File: config.mk
export PLATFORM = sky130hd
export DESIGN_NAME = square_sum_stepper
export DESIGN_NICKNAME = d
export VERILOG_FILES = /design/src/rtl/square_sum_stepper.sv
export SDC_FILE = /design/constraint.sdc
export NUM_CORES = 1
export LEC_CHECK = 0
export CELL_PAD_IN_SITES_DETAIL_PLACEMENT = 1
export CELL_PAD_IN_SITES_GLOBAL_PLACEMENT = 2
export CORE_ASPECT_RATIO = 1.2
export CORE_MARGIN = 5
export CORE_UTILIZATION = 38
export DETAILED_ROUTE_END_ITERATION = 12
export PLACE_DENSITY_LB_ADDON = 0.1
export SKIP_CTS_REPAIR_TIMING = 1
export SYNTH_ARGS = -nofsm -noshare
export SYNTH_HDL_FRONTEND = slang
export SYNTH_SLANG_ARGS = --single-unit
File: constraint.sdc
create_clock -name clk_in -period 9.08 [get_ports clk_in]
set_input_delay 0.908 -clock clk_in [delete_from_list [all_inputs] [get_ports clk_in]]
set_output_delay 0.908 -clock clk_in [all_outputs]
set_load 0.005 [all_outputs]
File: src/rtl/square_sum_stepper.sv
// Steps through every (a,b) operand pair, one pair per rising edge of a slow square wave,
// computing a^2 + b^2 with an iterative shift-add multiplier and offering it on valid/ready.
module square_sum_stepper #(
  parameter int unsigned W = 4
) (
  input  logic           clk_in,
  input  logic           rst,
  input  logic           slow_clk,
  input  logic           enable,
  input  logic           out_ready,
  output logic [W-1:0]   op_a,
  output logic [W-1:0]   op_b,
  output logic [2*W:0]   sum,
  output logic           sum_valid,
  output logic           busy,
  output logic           wrap,
  output logic [7:0]     missed_ticks
);

  localparam int unsigned CntW = (W > 1) ? $clog2(W) : 1;
  localparam logic [CntW-1:0] LastBit = CntW'(W - 1);

  typedef enum logic [2:0] {StIdle, StLoad, StSqA, StSqB, StAdd, StHold} state_e;

  state_e            state_q, state_d;
  logic              sync1_q, sync2_q, edge_q;
  logic [W-1:0]      cnt_a_q, cnt_a_d, cnt_b_q, cnt_b_d;
  logic [W-1:0]      op_a_q, op_a_d, op_b_q, op_b_d;
  logic [2*W-1:0]    acc_q, acc_d, sq_a_q, sq_a_d, sq_b_q, sq_b_d;
  logic [2*W:0]      sum_q, sum_d;
  logic [CntW-1:0]   bit_q, bit_d;
  logic              wrap_q, wrap_d;
  logic [7:0]        missed_q, missed_d;
  logic              tick;
  logic [W-1:0]      mult;
  logic [2*W-1:0]    part, acc_next;

  // slow_clk is asynchronous data: two-flop synchronizer, then edge detect on the clean copy.
  assign tick = sync2_q & ~edge_q;

  always_comb begin
    state_d  = state_q;
    cnt_a_d  = cnt_a_q;
    cnt_b_d  = cnt_b_q;
    op_a_d   = op_a_q;
    op_b_d   = op_b_q;
    acc_d    = acc_q;
    sq_a_d   = sq_a_q;
    sq_b_d   = sq_b_q;
    sum_d    = sum_q;
    bit_d    = bit_q;
    wrap_d   = 1'b0;
    missed_d = missed_q;
    mult     = (state_q == StSqA) ? op_a_q : op_b_q;
    part     = mult[bit_q] ? ({{W{1'b0}}, mult} << bit_q) : '0;
    acc_next = acc_q + part;

    if (tick && (state_q != StIdle) && (missed_q != 8'hFF)) begin
      missed_d = missed_q + 8'd1;
    end

    unique case (state_q)
      StIdle: begin
        if (tick && enable) state_d = StLoad;
      end
      StLoad: begin
        op_a_d  = cnt_a_q;
        op_b_d  = cnt_b_q;
        acc_d   = '0;
        bit_d   = '0;
        state_d = StSqA;
      end
      StSqA, StSqB: begin
        if (bit_q == LastBit) begin
          acc_d = '0;
          bit_d = '0;
          if (state_q == StSqA) begin
            sq_a_d  = acc_next;
            state_d = StSqB;
          end else begin
            sq_b_d  = acc_next;
            state_d = StAdd;
          end
        end else begin
          acc_d = acc_next;
          bit_d = bit_q + 1'b1;
        end
      end
      StAdd: begin
        sum_d   = {1'b0, sq_a_q} + {1'b0, sq_b_q};
        state_d = StHold;
      end
      StHold: begin
        if (out_ready) begin
          state_d = StIdle;
          if (cnt_b_q == '1) begin
            cnt_b_d = '0;
            if (cnt_a_q == '1) begin
              cnt_a_d = '0;
              wrap_d  = 1'b1;
            end else begin
              cnt_a_d = cnt_a_q + 1'b1;
            end
          end else begin
            cnt_b_d = cnt_b_q + 1'b1;
          end
        end
      end
      default: state_d = StIdle;
    endcase
  end

  always_ff @(posedge clk_in) begin
    if (rst) begin
      state_q  <= StIdle;
      sync1_q  <= 1'b0;
      sync2_q  <= 1'b0;
      edge_q   <= 1'b0;
      cnt_a_q  <= '0;
      cnt_b_q  <= '0;
      op_a_q   <= '0;
      op_b_q   <= '0;
      acc_q    <= '0;
      sq_a_q   <= '0;
      sq_b_q   <= '0;
      sum_q    <= '0;
      bit_q    <= '0;
      wrap_q   <= 1'b0;
      missed_q <= '0;
    end else begin
      state_q  <= state_d;
      sync1_q  <= slow_clk;
      sync2_q  <= sync1_q;
      edge_q   <= sync2_q;
      cnt_a_q  <= cnt_a_d;
      cnt_b_q  <= cnt_b_d;
      op_a_q   <= op_a_d;
      op_b_q   <= op_b_d;
      acc_q    <= acc_d;
      sq_a_q   <= sq_a_d;
      sq_b_q   <= sq_b_d;
      sum_q    <= sum_d;
      bit_q    <= bit_d;
      wrap_q   <= wrap_d;
      missed_q <= missed_d;
    end
  end

  assign op_a         = op_a_q;
  assign op_b         = op_b_q;
  assign sum          = sum_q;
  assign sum_valid    = (state_q == StHold);
  assign busy         = (state_q != StIdle);
  assign wrap         = wrap_q;
  assign missed_ticks = missed_q;

endmodule

==> flow_summary.json, run 1 <==
{
  "layout-drive-gt1-share_pct": 6.30,
  "h-tree-depth": 3,
  "arrival_ns": 3.72,
  "setup.worst_path.start": "state_q[1]",
  "die_width_um": 96.8,
  "crit_type": "flip-flop to flip-flop",
  "nNetsFinal": 435,
  "n_fill_cell": 1096,
  "grt_pass1_vias": 2960,
  "die_h_um": 114,
  "combGateArea_mm2": 0.00199,
  "fin_area_mm2": 0.00399,
  "ys_seq_share_pct": 38.4,
  "timing.setup.tns_ns": 0,
  "setup_ws_ns": 5.62,
  "vias_per_cell": 5.50,
  "p_per_area_mw_per_mm2": 133,
  "yosys_cells": 386,
  "crit_required_ns": 9.35,
  "firstDrtPassIters": 4,
  "antenna_left": 0,
  "yosysUniqueCellTypes": 55,
  "reg2reg_from": "state_q[1]",
  "worstHoldStart": "sync1_q",
  "run_status": "completed",
  "gp_congestion": 0.769,
  "slew-limit-headroom_pct": 38.3,
  "postPlaceCellArea_mm2": 0.00382,
  "fp-row-count": 38,
  "io_buffers": 32,
  "grt_setup_unrepaired": "no",
  "power.leakage_nw": 1.44,
  "ys_area_mm2": 0.00344,
  "ff_type": "dfxtp_1",
  "fin_util_pct": 44.7,
  "worst_path_largest_cell_delay_ns": 0.55,
  "drt_iter0_markers": 66,
  "clockBufferDepth": 2,
  "hold_viol": 0,
  "place.detailed.instances": 518,
  "setup_viol": 0,
  "clk_pin_slew_ns": 0.07,
  "overflow": 0,
  "syn_area_per_cell_um2": 8.90,
  "core_mm2": 0.00894,
  "yosys.area.top_type": "dfxtp_1",
  "cts_buffers": 9,
  "max_freq_ghz": 0.289,
  "edf_count": 0,
  "syn-num-nets": 412,
  "grt_max_degree": 56,
  "drv_cap": 0,
  "worstSetupStartpointType": "flip-flop",
  "vias": 2934,
  "root_buffer": "clkbuf_8",
  "maxSlewViolCount": 0,
  "min_period_over_period_pct": 38.1,
  "peakVddDrop_mv": 0.0712,
  "syn_area_mm2": 0.00344,
  "path_cells": "nor3b_4 > mux2i_1 > mux4_2 > nor3_2 > ha_1 > a211o_1 > a2111oi_0 > nor3b_1 > o21ai_0",
  "synthCells": 386,
  "endpoint_kind": "flip-flop",
  "antenna_found_initial": 0,
  "synth-async-reset-ratio_pct": 0,
  "io_pins": 33
}
==> run 1: state kept, by name, indices dropped and copies added, names as in the netlist, 2 cells and up <==
name and cells:
cnt_b_q 4, bit_q 2, op_a 4, op_b 4, state_q 3, cnt_a_q 4, sum 9, acc_q 8
sq_a_q 8, missed_ticks 8, sq_b_q 8
==> run 1: cell families (layout without fill, tap and decap cells) <==
group | after synthesis | after routing | share of synthesized area (%)
AND/OR/NAND/NOR | 147 | 147 | 22.9
XOR/XNOR | 7 | 7 | 1.78
flip-flops | 66 | 66 | 38.4
multiplexers | 18 | 18 | 6.55
AND-OR/OR-AND | 97 | 97 | 18.7
buffers and inverters | 30 | 57 | 3.60
adder cells (fa/ha/maj) | 21 | 21 | 8.08
==> run 1: per-stage QoR <==
step | power [mW] | hold slack [ns]
5_1_grt | 0.553 | 0.470
6_report | 0.530 | 0.442
3_3_place_gp | 0.311 | 0.416
2_1_floorplan | 0.306 | 0.414
4_1_cts | 0.539 | 0.448
3_5_place_dp | 0.311 | 0.431
==> run 1: Yosys cell counts (4+ instances only) <==
| library cell | number |
|---|---|
| xor2_1 | 5 |
| o31ai_1 | 4 |
| nand4_1 | 7 |
| o211ai_1 | 6 |
| o21a_1 | 6 |
| dfxtp_1 | 66 |
| mux2i_1 | 15 |
| nor2b_1 | 10 |
| inv_1 | 9 |
| o21ai_0 | 18 |
| nand3_1 | 23 |
| a21o_1 | 5 |
| nor2_1 | 27 |
| a21oi_1 | 26 |
| clkbuf_1 | 15 |
| nor3_1 | 8 |
| nand2_1 | 32 |
| ha_1 | 19 |
| a211oi_1 | 6 |
| nor3b_1 | 5 |
| or3_1 | 7 |
==> run 1: power by group <==
group	leakage [nW]	switching (mW)	internal, mW
sequential	0.532	0.00107	0.290
combinational	0.819	0.00897	0.00403
clock	0.0855	0.114	0.112
total	1.44	0.124	0.407
==> run 1: metal layers <==
| metal | routed length, µm | GRT usage [%] |
|---|---|---|
| met4 | 204 | 8.33 |
| met2 | 4460 | 28.5 |
| met1 | 4100 | 20.2 |
| met3 | 172 | 2.62 |
| met5 | 0 | 0 |
==> run 1: worst register-to-register path, cell delays in order, from the launching register on <==
cell       delay (ns)
dfxtp_1          0.54
nor3b_4          0.48
mux2i_1          0.24
mux4_2           0.55
nor3_2           0.19
ha_1             0.30
a211o_1          0.37
a2111oi_0        0.40
nor3b_1          0.14
o21ai_0          0.17
==> run 1: path summary, 6_finish.rpt <==
check	to	slack (ns)	cells past startpoint
max	acc_q[6]	5.62	9
min	sync2_q	0.44	1
max reg2reg	acc_q[6]	5.62	9
min reg2reg	sync2_q	0.44	1
==> run 1: cell type report <==
cell class	count	share of cell area, %
inverters	9	0.846
clock buffers	13	3.98
clock inverters	2	0.313
repair buffers	33	8.09
flip-flops and latches	66	33.1
multi-input cells	290	49.9
well taps	120	3.76
Run 1, metal layers overlaid:
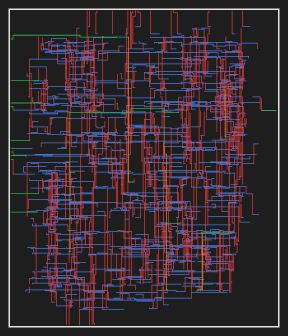
| layer | colour | wire length |
|---|---|---|
| M3 | green | 173 µm |
| M4 | orange | 205 µm |
| M2 | red | 4460 µm |
| M1 | blue | 4100 µm |

Run 1, clock distribution:
Bar = 20 µm.
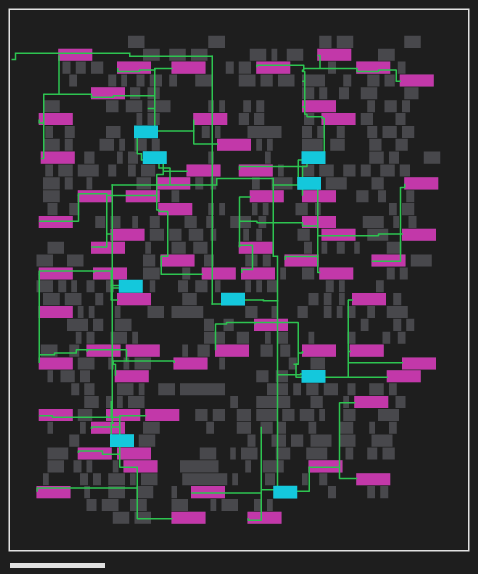
[flip-flops] magenta | count: 66
[clock-net drivers] cyan | count: 9
[clock wires] green | length: 1040 µm
routed clock nets: 10
flops lie: widely spread
worst skew pair latency: 0.35 ns
Clk pwr share: 42.6%
Clk. pwr: 0.226 mW
Final Skew: 0.00858 ns

Run 1, congestion heat map:
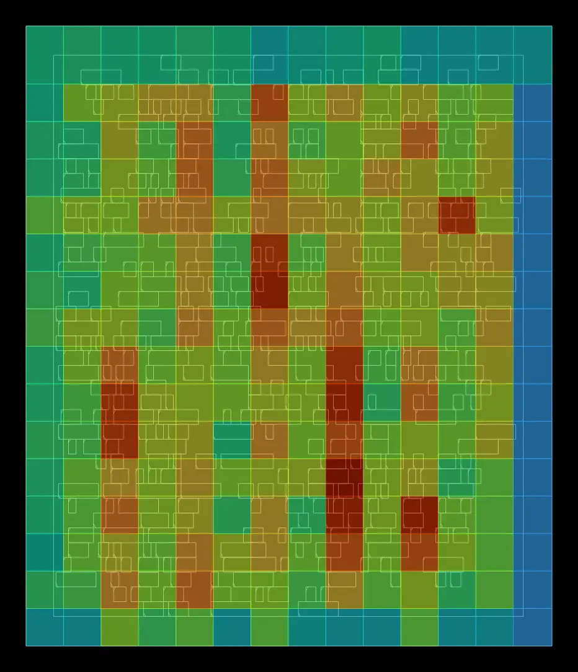
routed length per placed instance: 16.8 µm
met1 GRT Util: 20.2%
grt peak-use layer: met2
GRT Total Usage: 16.6%
met3 Use GR: 2.62%

Run 1, metal 3:
Bar = 20 µm.
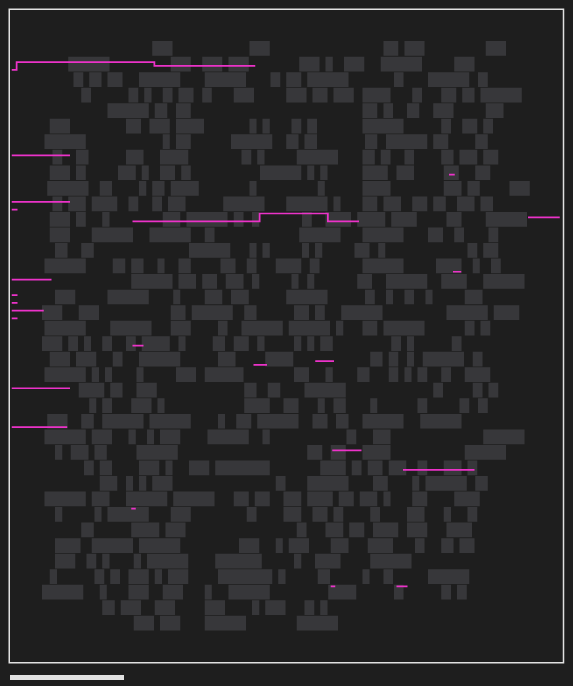

==> run 2: changes to the inputs <==
--- a/config.mk
+++ b/config.mk
@@ -9,7 +9,7 @@
 export CELL_PAD_IN_SITES_GLOBAL_PLACEMENT = 2
 export CORE_ASPECT_RATIO = 1.2
 export CORE_MARGIN = 5
-export CORE_UTILIZATION = 38
+export CORE_UTILIZATION = 35
 export DETAILED_ROUTE_END_ITERATION = 12
 export PLACE_DENSITY_LB_ADDON = 0.1
 export SKIP_CTS_REPAIR_TIMING = 1
==> constraint.sdc (replaced) <==
create_clock -name clk_in -period 3.2 [get_ports clk_in]
set_input_delay 0.32 -clock clk_in [delete_from_list [all_inputs] [get_ports clk_in]]
set_output_delay 0.32 -clock clk_in [all_outputs]
set_load 0.005 [all_outputs]
Run 2, metal 3:
Bar = 20 µm.
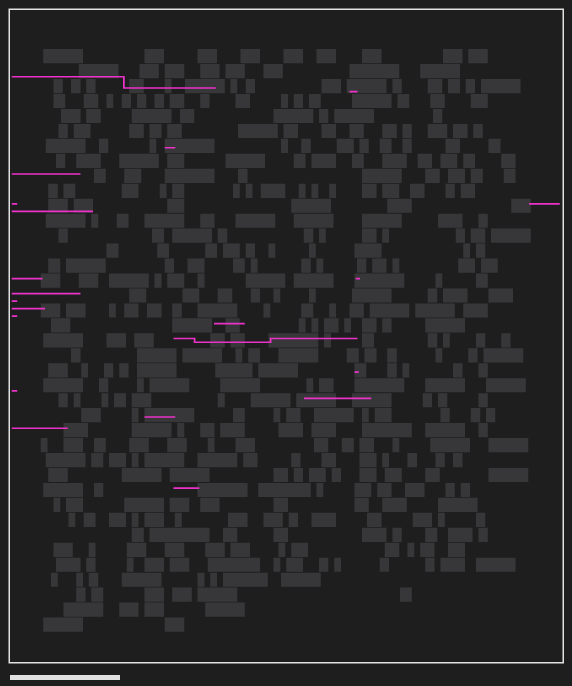
share of all routed wire: 1.9%
wire length on this layer: 171 µm
nets with wire on the layer: 14
final WL: 9030 µm
via count: 2940

==> run 2 against run 1 <==
Effect of this change:
- critical endpoint is now sq_a_q[6]
- critical path type unchanged
- hold slack gained 0.0032 ns
- via count grew 0.20%
- total power rose to 3.5 times the previous value
- design area rose by 5.1%
- clock-buffer cell count decreased by 3
- setup slack worse by 5.4 ns
==> flow_summary.json, run 2 <==
{
  "path_cells": "nor3b_4 > buf_12 > mux2i_1 > mux4_2 > nor3_2 > ha_1 > a211o_1 > a2111oi_1 > nor3b_1 > o21ai_0",
  "setup_viol": 0,
  "firstDrtPassIters": 4,
  "gp_congestion": 0.815,
  "die_width_um": 100,
  "io_pins": 33,
  "edf_count": 0,
  "cts_buffers": 9,
  "io_buffers": 32,
  "min_period_over_period_pct": 92.5,
  "drt_iter0_markers": 92,
  "overflow": 0,
  "die_h_um": 119,
  "yosys_cells": 386,
  "grt_setup_unrepaired": "no",
  "syn_area_per_cell_um2": 8.90,
  "drv_cap": 0,
  "synthCells": 386,
  "setup_ws_ns": 0.239,
  "max_freq_ghz": 0.338,
  "endpoint_kind": "flip-flop",
  "grt_max_degree": 55,
  "antenna_left": 0,
  "power.leakage_nw": 1.53,
  "ys_seq_share_pct": 38.4,
  "crit_type": "flip-flop to flip-flop",
  "run_status": "completed",
  "crit_required_ns": 3.46,
  "fp-row-count": 39,
  "core_mm2": 0.00956,
  "grt_usage_pct": 15.9,
  "hold_viol": 0,
  "h-tree-depth": 3,
  "root_buffer": "clkbuf_16",
  "grt_pass1_vias": 3054
}
[run 2: cell counts after synthesis]
No cell type changed its count.
[run 2: final timing paths]
check                                start   endpoint  slack, ns  cells after the start
worst max-delay path            state_q[0]  sq_a_q[6]       0.24                     10
worst min-delay path               sync1_q    sync2_q       0.45                      1
worst max register to register  state_q[0]  sq_a_q[6]       0.24                     10
worst min register to register     sync1_q    sync2_q       0.45                      1
[run 2: critical path, delay by kind of cell (launching register included)]
family / cells / cell delay (ns)
compound gates: 3 / 0.89
mux: 2 / 0.64
simple gates: 3 / 0.57
flops: 1 / 0.33
fa+ha+maj: 1 / 0.30
buf+inv: 1 / 0.15
[run 2: per-layer routing]
layer | part of all wire (%) | up-vias | global-route usage, % | wire (µm)
li1 | - | 1478 | - | -
met1 | 46 | 1431 | 20.0 | 4170
met4 | 1.7 | 0 | 6.32 | 155
met2 | 50 | 21 | 26.9 | 4530
met3 | 1.9 | 10 | 2.59 | 171
met5 | 0 | - | 0 | 0
[run 2: area by class of cell]
| cell class | count | area, µm² |
|---|---|---|
| Fill cell | 1153 | 5370 |
| Tap cell | 123 | 154 |
| Clock buffer | 10 | 239 |
| Timing Repair Buffer | 40 | 388 |
| Sequential cell | 66 | 1320 |
| Inverter | 9 | 33.8 |
| Multi-Input combinational cell | 290 | 1990 |
| Clock inverter | 6 | 66.3 |
[run 2: power breakdown]
| group | switching [mW] | leakage (nW) | internal (mW) |
|---|---|---|---|
| clock network | 0.385 | 0.141 | 0.624 |
| registers | 0.00179 | 0.532 | 0.824 |
| logic | 0.0272 | 0.857 | 0.0130 |
[run 2: cells by family after synthesis]
logic type | Yosys count | share of synthesized area, %
simple gates | 147 | 22.9
compound gates | 97 | 18.7
flops | 66 | 38.4
buf+inv | 30 | 3.60
fa+ha+maj | 21 | 8.08
mux | 18 | 6.55
xor+xnor | 7 | 1.78
[run 2: stage by stage]
stage                     cells  total power [mW]
after floorplan             386             0.870
after global placement      527             0.884
after detailed placement    527             0.884
after CTS                   543              1.91
after global routing        544              1.95
final                       544              1.87
Run 2, M2 wires:
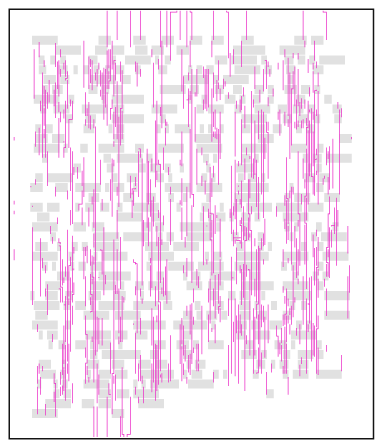

==> run 3: changes to the inputs <==
--- a/config.mk
+++ b/config.mk
@@ -8,11 +8,12 @@
 export CELL_PAD_IN_SITES_DETAIL_PLACEMENT = 1
 export CELL_PAD_IN_SITES_GLOBAL_PLACEMENT = 2
 export CORE_ASPECT_RATIO = 1.2
-export CORE_MARGIN = 5
+export CORE_MARGIN = 2
 export CORE_UTILIZATION = 35
 export DETAILED_ROUTE_END_ITERATION = 12
 export PLACE_DENSITY_LB_ADDON = 0.1
 export SKIP_CTS_REPAIR_TIMING = 1
+export SLEW_MARGIN = 20
 export SYNTH_ARGS = -nofsm -noshare
 export SYNTH_HDL_FRONTEND = slang
 export SYNTH_SLANG_ARGS = --single-unit
Run 3, M2 wires:
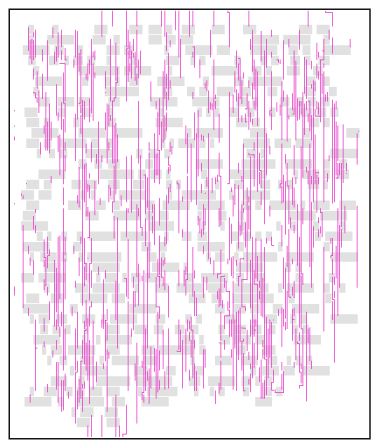
longest straight run: 54.1 µm
share of all routed wire: 51%
nets with wire on the layer: 397

==> run 3 against run 2 <==
Effect of this change:
- first-iteration DRC count shrank 35%
- flip-flop count unchanged
- global-route usage rose by 2.4 points
- cell count stayed put
- sequential share of layout area rose by 0.23 points
- core utilization down 0.31 points
==> flow_summary.json, run 3 <==
{
  "run_status": "completed",
  "ys_seq_share_pct": 38.4,
  "overflow": 0,
  "hold_viol": 0,
  "io_pins": 33,
  "top_area_share_pct": 38.4,
  "h-tree-depth": 3,
  "crit_type": "flip-flop to flip-flop",
  "clockBufferDepth": 2,
  "grt_usage_pct": 18.3,
  "place_ws_ns": 0.0927,
  "worstSetupStartpointType": "flip-flop",
  "vias_per_cell": 5.53,
  "firstDrtPassIters": 4,
  "vias": 3007,
  "antenna_found_initial": 0,
  "die_width_um": 94.5,
  "nNetsFinal": 442,
  "timing.setup.tns_ns": 0,
  "drt_iter0_markers": 60,
  "io_buffers": 32,
  "root_buffer": "clkbuf_16",
  "yosys_cells": 386,
  "syn_area_per_cell_um2": 8.90,
  "max_freq_ghz": 0.339,
  "wl_um": 9020,
  "yosysUniqueCellTypes": 55,
  "met3WireLength_um": 136,
  "fp-row-count": 39,
  "fin_util_pct": 43.6,
  "yosys.area.top_type": "dfxtp_1",
  "crit_required_ns": 3.46,
  "synthCells": 386,
  "synth.cellmix.adderShare_pct": 8.08,
  "largest_reg_flops": 9,
  "reg2reg_from": "state_q[2]",
  "setup_ws_ns": 0.252,
  "wl_met1_um": 4150,
  "topRoutingLayerUsed": "met4",
  "clk_pin_slew_ns": 0.05,
  "insertion_delay_ns": 0.33,
  "synth.logic.top_family": "simple AND/OR/NAND/NOR gates",
  "arrival_ns": 3.20,
  "ys_sh_aoi_pct": 18.7,
  "endpoint_kind": "flip-flop",
  "layout-drive-gt1-share_pct": 8.08,
  "skew_ns": 0.00386,
  "min_period_over_period_pct": 92.1,
  "syn-num-nets": 412,
  "layoutNonFillerInstCount": 544,
  "n_fill_cell": 1142,
  "tightest_slew_ns": 1.02,
  "synthSimpleGateAreaFrac_pct": 22.9,
  "gp_congestion": 0.807,
  "drv_cap": 0,
  "grt_pass1_vias": 3117,
  "peakVddDrop_mv": 0.242,
  "routed-wl-met2_um": 4580,
  "maxSlewViolCount": 0,
  "postPlaceCellArea_mm2": 0.00387,
  "avgRoutedWirePerCell_um": 16.6,
  "endpoint": "sq_b_q[6]",
  "cts_buffers": 9,
  "p_per_area_mw_per_mm2": 439,
  "synth-async-reset-ratio_pct": 0,
  "syn_area_mm2": 0.00344,
  "finalPower_mw": 1.83,
  "common_cells": "66 x dfxtp_1, 32 x nand2_1, 27 x nor2_1",
  "die_h_um": 113,
  "synthXorXnorAreaFrac_pct": 1.78,
  "grt_max_degree": 55,
  "place.detailed.instances": 527,
  "synth_warnings": 0,
  "edf_count": 0,
  "grt_setup_unrepaired": "no",
  "power.leakage_nw": 1.52,
  "yosysMostFrequentCell": "dfxtp_1",
  "worstReg2RegEnd": "sq_b_q[6]",
  "ys_sh_mux_pct": 6.55,
  "fin_area_mm2": 0.00417,
  "core_mm2": 0.00956,
  "setup.worst_path.start": "state_q[2]",
  "antenna_left": 0,
  "ys_area_mm2": 0.00344,
  "hold-worst-slack_ns": 0.443,
  "r2r_cells": 10,
  "slew-limit-headroom_pct": 31.8
}
-- run 3: cell counts after synthesis --
Identical to the previous run, type by type.
-- run 3: worst min path at each step --
stage	from	endpoint	depth (start not counted)	slack (ns)
after floorplan	sync1_q	sync2_q	1	0.41
after global placement	sync1_q	sync2_q	1	0.43
after detailed placement	sync1_q	sync2_q	1	0.44
after CTS	sync1_q	sync2_q	1	0.45
after global routing	sync2_q	edge_q	1	0.48
final	sync1_q	sync2_q	1	0.44
-- run 3: cell type report --
| cell class | instances | area, µm² | area share, % |
|---|---|---|---|
| flip-flops and latches | 66 | 1320 | 31.7 |
| repair buffers | 40 | 375 | 9.01 |
| clock buffers | 11 | 233 | 5.59 |
| multi-input cells | 290 | 1990 | 47.9 |
| clock inverters | 5 | 55.1 | 1.32 |
| well taps | 123 | 154 | 3.69 |
| inverters | 9 | 33.8 | 0.811 |
-- run 3: power breakdown --
| group | internal, mW | total [mW] | switching, mW |
|---|---|---|---|
| combinational | 0.0124 | 0.0396 | 0.0273 |
| sequential | 0.824 | 0.826 | 0.00180 |
| clock | 0.600 | 0.964 | 0.363 |
-- run 3: critical path, stage by stage, from the launching register on --
cell,delay (ns)
dfxtp_1,0.33
nor3b_4,0.18
buf_4,0.18
mux2i_1,0.12
mux4_2,0.53
nor3_2,0.21
ha_1,0.31
a211o_1,0.36
a2111oi_1,0.36
nor3b_1,0.13
o21ai_0,0.16
-- run 3: cells by family after synthesis --
group                      Yosys count
AOI/OAI and AO/OA                   97
and+or+nand+nor                    147
adders and majority gates           21
muxes                               18
DFF                                 66
xor gates and xnor gates             7
buffers and inverters               30
-- run 3: layer usage --
metal  GRT usage (%)  up-vias
li1                -     1489
met1            22.8     1483
met2            31.7       25
met3            2.62       10
met4            7.25        0
met5               0        -
Power and IR drop assume default switching activity.
